`src/rtl/uart_rx_pkg.sv`:
```
// Shared definitions for the UART receive controller.
//   rx_state_e      : receive sequencer states (3-bit binary)
//   PAR_EVEN/PAR_ODD: PAR_TYP encodings
//   PRESCALE_8/16   : legal oversampling ratios
package uart_rx_pkg;

    typedef enum logic [2:0] {
        IDLE   = 3'd0,
        START  = 3'd1,
        DATA   = 3'd2,
        PARITY = 3'd3,
        STOP   = 3'd4
    } rx_state_e;

    localparam logic PAR_EVEN = 1'b0;
    localparam logic PAR_ODD  = 1'b1;

    localparam int PRESCALE_8  = 8;
    localparam int PRESCALE_16 = 16;

endpackage

```
`src/rtl/uart_rx_ctrl_if.sv`:
```
// Sampler / system-side bundle of the UART receive controller.
//   master (controller): drives S_EN, edge_count, P_DATA, Data_Valid, Par_Err, Stp_Err;
//                        reads sampled, Sampled_bit from the majority sampler.
//   slave  (sampler + system side): the mirror image.
interface uart_rx_ctrl_if #(
    parameter int DATA_WIDTH = 8,
    parameter int PRESCALE_W = 5
);
    logic                  S_EN;
    logic [PRESCALE_W-1:0] edge_count;
    logic                  sampled;
    logic                  Sampled_bit;
    logic [DATA_WIDTH-1:0] P_DATA;
    logic                  Data_Valid;
    logic                  Par_Err;
    logic                  Stp_Err;

    modport master (
        output S_EN, edge_count, P_DATA, Data_Valid, Par_Err, Stp_Err,
        input  sampled, Sampled_bit
    );

    modport slave (
        input  S_EN, edge_count, P_DATA, Data_Valid, Par_Err, Stp_Err,
        output sampled, Sampled_bit
    );
endinterface

```
`src/rtl/uart_rx_edge_bit_counter.sv`:
```
// Oversample edge counter and frame bit counter.
//   clk, rst_n    : clock, async active-low reset
//   i_en          : count edges (high while a frame is in progress)
//   i_clr         : clear both counters (wins over i_en)
//   i_bit_en      : advance the bit counter at each bit end
//   i_prescale    : latched oversampling ratio
//   o_edge_count  : edge index within the current bit
//   o_bit_count   : number of bits completed while i_bit_en was high
//   o_bit_end     : current cycle is the last edge of the bit
module uart_rx_edge_bit_counter #(
    parameter int PRESCALE_W = 5,
    parameter int CNT_W      = 4
) (
    input  logic                  clk,
    input  logic                  rst_n,
    input  logic                  i_en,
    input  logic                  i_clr,
    input  logic                  i_bit_en,
    input  logic [PRESCALE_W-1:0] i_prescale,
    output logic [PRESCALE_W-1:0] o_edge_count,
    output logic [CNT_W-1:0]      o_bit_count,
    output logic                  o_bit_end
);

    logic [PRESCALE_W-1:0] r_edge_cnt;
    logic [CNT_W-1:0]      r_bit_cnt;
    logic [PRESCALE_W-1:0] w_last_edge;

    assign w_last_edge  = i_prescale - 1'b1;
    assign o_bit_end    = i_en && (r_edge_cnt == w_last_edge);
    assign o_edge_count = r_edge_cnt;
    assign o_bit_count  = r_bit_cnt;

    always_ff @(posedge clk or negedge rst_n) begin
        if (!rst_n) begin
            r_edge_cnt <= '0;
            r_bit_cnt  <= '0;
        end else if (i_clr) begin
            r_edge_cnt <= '0;
            r_bit_cnt  <= '0;
        end else if (i_en) begin
            if (o_bit_end) begin
                r_edge_cnt <= '0;
                if (i_bit_en) begin
                    r_bit_cnt <= r_bit_cnt + 1'b1;
                end
            end else begin
                r_edge_cnt <= r_edge_cnt + 1'b1;
            end
        end
    end

endmodule

```
`src/rtl/uart_rx_ctrl.sv`:
```
// UART receive sequencer: start detection, bit timing, LSB-first
// deserialisation, parity and stop checking.
//   CLK, Reset      : oversampling clock, async active-low reset
//   RX_IN           : synchronised serial line (idle high)
//   Prescale        : oversampling ratio (8 or 16), latched at frame start
//   PAR_EN, PAR_TYP : parity present / odd parity, latched at frame start
//   rx_if (master)  : sampler handshake and received byte with status pulses
//
// state  | meaning
// IDLE   | line idle, counters held at 0, waiting for RX_IN low
// START  | timing the start bit; a high decision is treated as a glitch
// DATA   | shifting in DATA_WIDTH payload bits
// PARITY | checking the parity bit
// STOP   | checking the stop bit, issuing the result pulse
module uart_rx_ctrl
    import uart_rx_pkg::*;
#(
    parameter int DATA_WIDTH = 8,
    parameter int PRESCALE_W = 5
) (
    input  logic                  CLK,
    input  logic                  Reset,
    input  logic                  RX_IN,
    input  logic [PRESCALE_W-1:0] Prescale,
    input  logic                  PAR_EN,
    input  logic                  PAR_TYP,
    uart_rx_ctrl_if.master        rx_if
);

    localparam int CNT_W = $clog2(DATA_WIDTH + 1);

    rx_state_e             r_state;
    rx_state_e             w_state_nxt;
    logic                  w_start;
    logic                  w_bit_end;
    logic [CNT_W-1:0]      w_bit_count;
    logic [PRESCALE_W-1:0] w_edge_count;

    logic [PRESCALE_W-1:0] r_prescale;
    logic                  r_par_en;
    logic                  r_par_typ;
    logic [DATA_WIDTH-1:0] r_shift;
    logic                  r_par_fail;
    logic [DATA_WIDTH-1:0] r_p_data;
    logic                  r_data_valid;
    logic                  r_par_err;
    logic                  r_stp_err;

    uart_rx_edge_bit_counter #(
        .PRESCALE_W (PRESCALE_W),
        .CNT_W      (CNT_W)
    ) u_cnt (
        .clk          (CLK),
        .rst_n        (Reset),
        .i_en         (r_state != IDLE),
        .i_clr        (r_state == IDLE),
        .i_bit_en     (r_state == DATA),
        .i_prescale   (r_prescale),
        .o_edge_count (w_edge_count),
        .o_bit_count  (w_bit_count),
        .o_bit_end    (w_bit_end)
    );

    always_ff @(posedge CLK or negedge Reset) begin
        if (!Reset) begin
            r_state <= IDLE;
        end else begin
            r_state <= w_state_nxt;
        end
    end

    always_comb begin
        w_state_nxt = r_state;
        w_start     = 1'b0;
        case (r_state)
            IDLE: begin
                if (!RX_IN) begin
                    w_state_nxt = START;
                    w_start     = 1'b1;
                end
            end
            START: begin
                if (w_bit_end) begin
                    w_state_nxt = rx_if.Sampled_bit ? IDLE : DATA;
                end
            end
            DATA: begin
                if (w_bit_end && (w_bit_count == CNT_W'(DATA_WIDTH - 1))) begin
                    w_state_nxt = r_par_en ? PARITY : STOP;
                end
            end
            PARITY: begin
                if (w_bit_end) begin
                    w_state_nxt = STOP;
                end
            end
            STOP: begin
                if (w_bit_end) begin
                    w_state_nxt = IDLE;
                end
            end
            default: w_state_nxt = IDLE;
        endcase
    end

    always_ff @(posedge CLK or negedge Reset) begin
        if (!Reset) begin
            r_prescale   <= PRESCALE_W'(PRESCALE_8);
            r_par_en     <= 1'b0;
            r_par_typ    <= PAR_EVEN;
            r_shift      <= '0;
            r_par_fail   <= 1'b0;
            r_p_data     <= '0;
            r_data_valid <= 1'b0;
            r_par_err    <= 1'b0;
            r_stp_err    <= 1'b0;
        end else begin
            r_data_valid <= 1'b0;
            r_par_err    <= 1'b0;
            r_stp_err    <= 1'b0;
            if (w_start) begin
                r_prescale <= Prescale;
                r_par_en   <= PAR_EN;
                r_par_typ  <= PAR_TYP;
                r_par_fail <= 1'b0;
            end
            // LSB arrives first, so after DATA_WIDTH shifts it sits in bit 0
            if (r_state == DATA && w_bit_end) begin
                r_shift <= {rx_if.Sampled_bit, r_shift[DATA_WIDTH-1:1]};
            end
            if (r_state == PARITY && w_bit_end) begin
                r_par_fail <= rx_if.Sampled_bit != ((^r_shift) ^ r_par_typ);
            end
            if (r_state == STOP && w_bit_end) begin
                r_stp_err <= !rx_if.Sampled_bit;
                r_par_err <= r_par_fail;
                if (rx_if.Sampled_bit && !r_par_fail) begin
                    r_data_valid <= 1'b1;
                    r_p_data     <= r_shift;
                end
            end
        end
    end

    assign rx_if.S_EN       = (r_state != IDLE);
    assign rx_if.edge_count = w_edge_count;
    assign rx_if.P_DATA     = r_p_data;
    assign rx_if.Data_Valid = r_data_valid;
    assign rx_if.Par_Err    = r_par_err;
    assign rx_if.Stp_Err    = r_stp_err;

    // The sampler only strobes while the controller has it enabled
    a_sampled_in_frame: assert property (@(posedge CLK) disable iff (!Reset)
        rx_if.sampled |-> rx_if.S_EN);

endmodule
```
`src/flat_wrapper.sv`:
```
// flat-port wrapper written by rule: the top's interface ports become plain ports
module uart_rx_ctrl_flat import uart_rx_pkg::*;
#(
    parameter int DATA_WIDTH = 8,
    parameter int PRESCALE_W = 5
)
  (CLK, Reset, RX_IN, Prescale, PAR_EN, PAR_TYP, rx_if_S_EN, rx_if_edge_count, rx_if_P_DATA, rx_if_Data_Valid, rx_if_Par_Err, rx_if_Stp_Err, rx_if_sampled, rx_if_Sampled_bit);
  uart_rx_ctrl_if #(.DATA_WIDTH(DATA_WIDTH), .PRESCALE_W(PRESCALE_W)) rx_if_i ();
  input  logic CLK;
  input  logic Reset;
  input  logic RX_IN;
  input  logic [PRESCALE_W-1:0] Prescale;
  input  logic PAR_EN;
  input  logic PAR_TYP;
  output wire logic [$bits(rx_if_i.S_EN)-1:0] rx_if_S_EN;
  output wire logic [$bits(rx_if_i.edge_count)-1:0] rx_if_edge_count;
  output wire logic [$bits(rx_if_i.P_DATA)-1:0] rx_if_P_DATA;
  output wire logic [$bits(rx_if_i.Data_Valid)-1:0] rx_if_Data_Valid;
  output wire logic [$bits(rx_if_i.Par_Err)-1:0] rx_if_Par_Err;
  output wire logic [$bits(rx_if_i.Stp_Err)-1:0] rx_if_Stp_Err;
  input wire logic [$bits(rx_if_i.sampled)-1:0] rx_if_sampled;
  input wire logic [$bits(rx_if_i.Sampled_bit)-1:0] rx_if_Sampled_bit;
  assign rx_if_S_EN = rx_if_i.S_EN;
  assign rx_if_edge_count = rx_if_i.edge_count;
  assign rx_if_P_DATA = rx_if_i.P_DATA;
  assign rx_if_Data_Valid = rx_if_i.Data_Valid;
  assign rx_if_Par_Err = rx_if_i.Par_Err;
  assign rx_if_Stp_Err = rx_if_i.Stp_Err;
  assign rx_if_i.sampled = rx_if_sampled;
  assign rx_if_i.Sampled_bit = rx_if_Sampled_bit;
  uart_rx_ctrl #(.DATA_WIDTH(DATA_WIDTH), .PRESCALE_W(PRESCALE_W)) u_core (.CLK(CLK), .Reset(Reset), .RX_IN(RX_IN), .Prescale(Prescale), .PAR_EN(PAR_EN), .PAR_TYP(PAR_TYP), .rx_if(rx_if_i));
endmodule
```
`config.mk`:
```
export PLATFORM = sky130hd
export DESIGN_NAME = uart_rx_ctrl_flat
export DESIGN_NICKNAME = d
export VERILOG_FILES = /design/src/rtl/uart_rx_pkg.sv /design/src/rtl/uart_rx_ctrl_if.sv /design/src/rtl/uart_rx_edge_bit_counter.sv /design/src/rtl/uart_rx_ctrl.sv /design/src/flat_wrapper.sv
export SDC_FILE = /design/constraint.sdc
export NUM_CORES = 1
export LEC_CHECK = 0
export CORE_MARGIN = 2
export CORE_UTILIZATION = 45
export CTS_CLUSTER_SIZE = 12
export DETAILED_ROUTE_END_ITERATION = 6
export PLACE_DENSITY = 0.74
export SYNTH_ARGS = -nofsm -noshare
export SYNTH_HDL_FRONTEND = slang
export SYNTH_SLANG_ARGS = --single-unit
export TNS_END_PERCENT = 100
```
`constraint.sdc`:
```
create_clock -name CLK -period 2.98 [get_ports CLK]
set_input_delay 0.447 -clock CLK [delete_from_list [all_inputs] [get_ports CLK]]
set_output_delay 0.447 -clock CLK [all_outputs]
set_load 0.01 [all_outputs]
```
==> run_1/logic_types.png <==
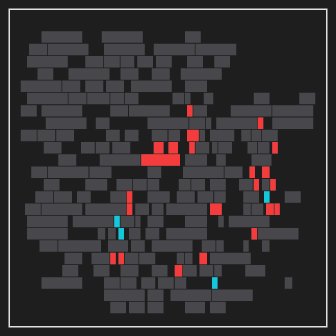
colour	family	cells	most used
cyan	inverters	4	inv_1
red	NAND gates	22	nand2_1
Commonest Layout Cell: dfrtp_1
logic share of the area: 38.8%
Post-Layout Cell Count: 242

==> run_1/layer_met1.png <==
Supply wires on this layer in grey.
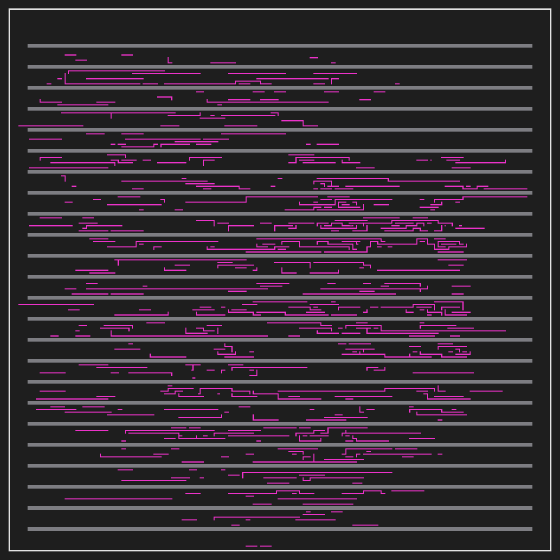
share of all routed wire	45%
nets with wire on the layer	185
longest straight run	23.5 µm
wire length on this layer	1660 µm
main direction	horizontal

==> run notes, run 1 <==
yosys + openroad results -> top post-synthesis cells by area=dfrtp_1, mux2_2, xnor2_1, synthesized flop and latch total=39, grt ovf=0, met1 Use GR=19.7%, Tmin final=2.51 ns, Synth logic family=simple AND/OR/NAND/NOR gates, final setup fails=0, Reg2Reg Setup Slack=0.61 ns, post-DP HPWL=2630 µm, Antenna Cells=0, Remaining DRCs=0, root buf cell=clkbuf_8, post-DR vias/cell=5.52, worst min path class=input pin to async pin, worst slew pin tran=0.850 ns, crit end category=output pin, Core Util, Final=57.4%, R2R Path Start=u_core.r_prescale[0], Die Size=4890 µm², Critical Path RT=2.53 ns, Filler Cell Count=356, global route hottest layer=met2, Post-synth seq share=50.0%, XORs/XNORs by Area=8.06%, status=finished clean, Yosys chip area=1960 µm², final hold violations=0, Min Hold Slack=0.269 ns, Leak=0.00100 µW, pre-CTS setup slack=0.618 ns, PortBufs=27
==> run_1/flops_by_reg.png <==
Other sequential cells in the stronger grey, the rest of the logic in the fainter grey.
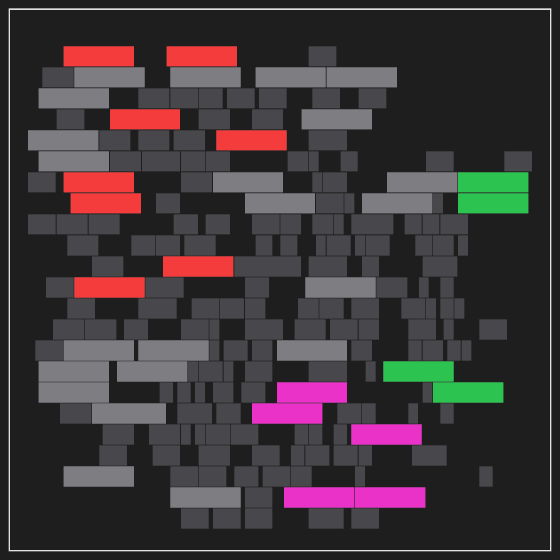
colour	netlist name	flops
magenta	u_core.u_cnt.o_edge_count	5
red	u_core.r_shift	8
green	u_core.u_cnt.o_bit_count	4
not coloured	22

## run 1: cell usage after synthesis, drive strengths merged (2+ instances only)
library cell / instances
a211oi: 2
a221o: 2
a311oi: 2
a31oi: 2
a41oi: 2
and3: 2
and4: 2
buf: 7
dfrtp: 38
ha: 3
inv: 4
mux2: 21
mux2i: 3
nand2: 13
nand3: 4
nand3b: 2
nor2: 6
nor3: 9
nor3b: 4
o21ai: 2
xnor2: 14
xor2: 4
## run 1: final cells by class
type	count	area (µm²)	area share, %
Timing Repair Buffer	29	280	11.9
Inverter	4	15.0	0.640
Tap cell	50	62.6	2.67
Clock buffer	8	100	4.27
Sequential cell	39	977	41.7
Multi-Input combinational cell	112	911	38.8
## run 1: critical path, delay by kind of cell (launching register included)
family        cells  cell delay, ns
simple gates      2            0.76
buf+inv           2            0.56
flops             1            0.46
## run 1: state kept, by name (all words and copies together), names as in the netlist
name and count:
u_core.rx_if.P_DATA 8, u_core.r_par_fail 1, u_core.rx_if.Stp_Err 1, u_core.rx_if.Par_Err 1, u_core.rx_if.Data_Valid 1, u_core.r_par_typ 1
u_core.r_state 3, u_core.u_cnt.o_bit_count 4, u_core.r_shift 8, u_core.u_cnt.o_edge_count 5, u_core.r_prescale 5, u_core.r_par_en 1
## run 1: logic make-up after synthesis
kind of cell    count (synthesis)
fa+ha+maj                       3
mux                            24
compound gates                 19
xor+xnor                       18
flops                          39
simple gates                   48
buf+inv                        12
## run 1: power by group
part / switching (µW) / total, µW / leakage [µW] / internal (µW)
registers: 173 / 832 / 0.000511 / 659
clock network: 169 / 380 / 0.0000515 / 211
logic: 459 / 894 / 0.000441 / 436
total: 801 / 2110 / 0.00100 / 1310
==> run_1/power_grid.png <==
Pins as bars on the die edge.
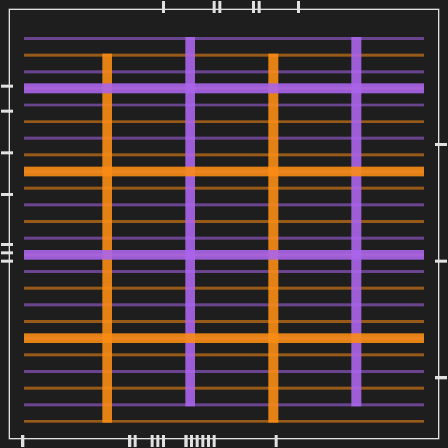

--- run 2 (diff from run 1) ---
- PLACE_DENSITY: 0.74 -> 0.77
- clock period: 2.98 -> 2.3 ns (I/O delays scaled with it)
==> run_2/power_grid.png <==
Pins as bars on the die edge.
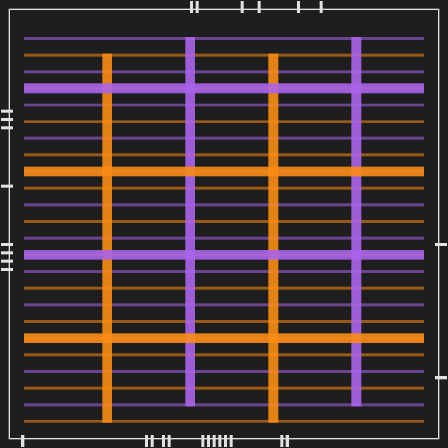
colour	net
purple	VDD
orange	VSS
rows	23
signal pins	29
met1 rails	24
met4 straps	4
met5 straps	4

==> run 2 against run 1 <==
Register-to-register slack worse by 0.40 ns. Largest cell class unchanged. Clock-buffer cell count shrank 3. Synthesized cell count unchanged. Critical path type unchanged. Worst hold slack got worse by 0.11 ns. Sequential power is 29% higher.
==> run notes, run 2 <==
yosys + openroad results -> status=finished clean (unchanged), syn_nets=178 (unchanged), P_int=1690 µW (was 1310 µW), Max Clk Rate=471 MHz, crit end category=output pin (unchanged), mapped cell area=1960 µm² (unchanged), Leak=0.00103 µW (was 0.00100 µW), critical path arrival=1.78 ns (was 2.07 ns), ao+oa area frac=8.19% (unchanged), Tmin final=2.12 ns, grt ovf=0 (unchanged), Core Util, Final=58.4% (was 57.4%), worst slew pin tran=0.871 ns (was 0.850 ns), Switching Fraction=40.4% (was 38.0%), Synth top cell by count=dfrtp_1 (unchanged), Worst path top cell family by delay=buffers and inverters (was simple AND/OR/NAND/NOR gates), switching power=1140 µW (was 801 µW), final setup fails=0 (unchanged), Area leader share=48.6% (unchanged), Filler Cell Count=357 (was 356), Remaining DRCs=0 (unchanged), final hold violations=0 (unchanged), FFs w/ async S/R, synth=100% (unchanged), worst min path class=input pin to async pin (unchanged), Commonest Layout Cell=dfrtp_1 (unchanged), top post-synthesis cells by area=dfrtp_1, mux2_2, xnor2_1 (unchanged), Top cells excl fill/tap=dfrtp_1, clkdlybuf4s50_1, mux2_2, xnor2_1, nand2_1 (unchanged), Buf/Inv on CP=2 (unchanged), XORs/XNORs by Area=8.06% (unchanged), pre-CTS setup slack=0.222 ns (was 0.618 ns), PortBufs=27 (unchanged), Min Hold Slack=0.158 ns (was 0.269 ns), synthesized flop and latch total=39 (unchanged), post-DR vias/cell=5.58 (was 5.52), DRT iter0 DRCs=108 (was 65), Post-synth top cells=dfrtp_1, mux2_2, xnor2_1 (unchanged), combinational share of power=45.3% (was 42.5%), Die Size=4890 µm² (unchanged), worst-path fanout max=10 (unchanged), root buf cell=clkbuf_8 (unchanged), Worst setup SP type=flop (unchanged), Clock Power Share=16.8% (was 18.1%), Yosys chip area=1960 µm² (unchanged), post-DP HPWL=2870 µm (was 2630 µm)
==> run 2: power groups by stage <==
stage | Clock [µW] | Sequential [µW] | Combinational (µW)
final | 474 | 1070 | 1280
after global routing | 518 | 1100 | 1390
after CTS | 490 | 1070 | 1290
after detailed placement | 0 | 1080 | 1270
after global placement | 0 | 1070 | 1200
after floorplan | 0 | 1030 | 969
==> run 2: worst paths after layout <==
kind	cells after the start	slack [ns]	startpoint	to
worst max-delay path	4	0.18	u_core.r_state[2]	rx_if_S_EN
worst min-delay path	1	0.16	Reset	u_core.r_par_en
worst max register to register	8	0.21	u_core.r_prescale[0]	u_core.u_cnt.o_bit_count[0]
worst min register to register	1	0.51	u_core.rx_if.P_DATA[1]	u_core.rx_if.P_DATA[1]
max in group asynchronous	1	1.60	Reset	u_core.r_shift[2]
min in group CLK	1	0.51	u_core.rx_if.P_DATA[1]	u_core.rx_if.P_DATA[1]
==> run 2: layer usage <==
metal,up-vias,wire length [µm],global-route usage [%]
met5,-,0,0
met4,0,42,6.62
met3,4,123,3.75
met2,23,2220,33.8
met1,707,1720,21.1
li1,650,-,-
==> run 2: layout make-up <==
| class | instances | area share, % |
|---|---|---|
| inverter | 4 | 0.629 |
| clock buffer | 5 | 2.88 |
| sequential | 39 | 41.0 |
| tap | 50 | 2.62 |
| clock inverter | 3 | 0.996 |
| timing repair buffer | 35 | 13.6 |
| multi-input combinational | 112 | 38.3 |
==> run 2: metrics by stage <==
stage,cells,instance area [µm²]
after global routing,248,2390
after CTS,248,2380
after floorplan,163,1960
after detailed placement,240,2290
final,248,2390
after global placement,240,2290
==> run 2: what timing repair did <==
item / in CTS / in global routing
gates resized: 0 / 1
setup endpoints to repair: 0 / 1
hold buffers: 0 / 0
hold endpoints to repair: 0 / 0
Power is estimated from default activity; no workload was simulated.
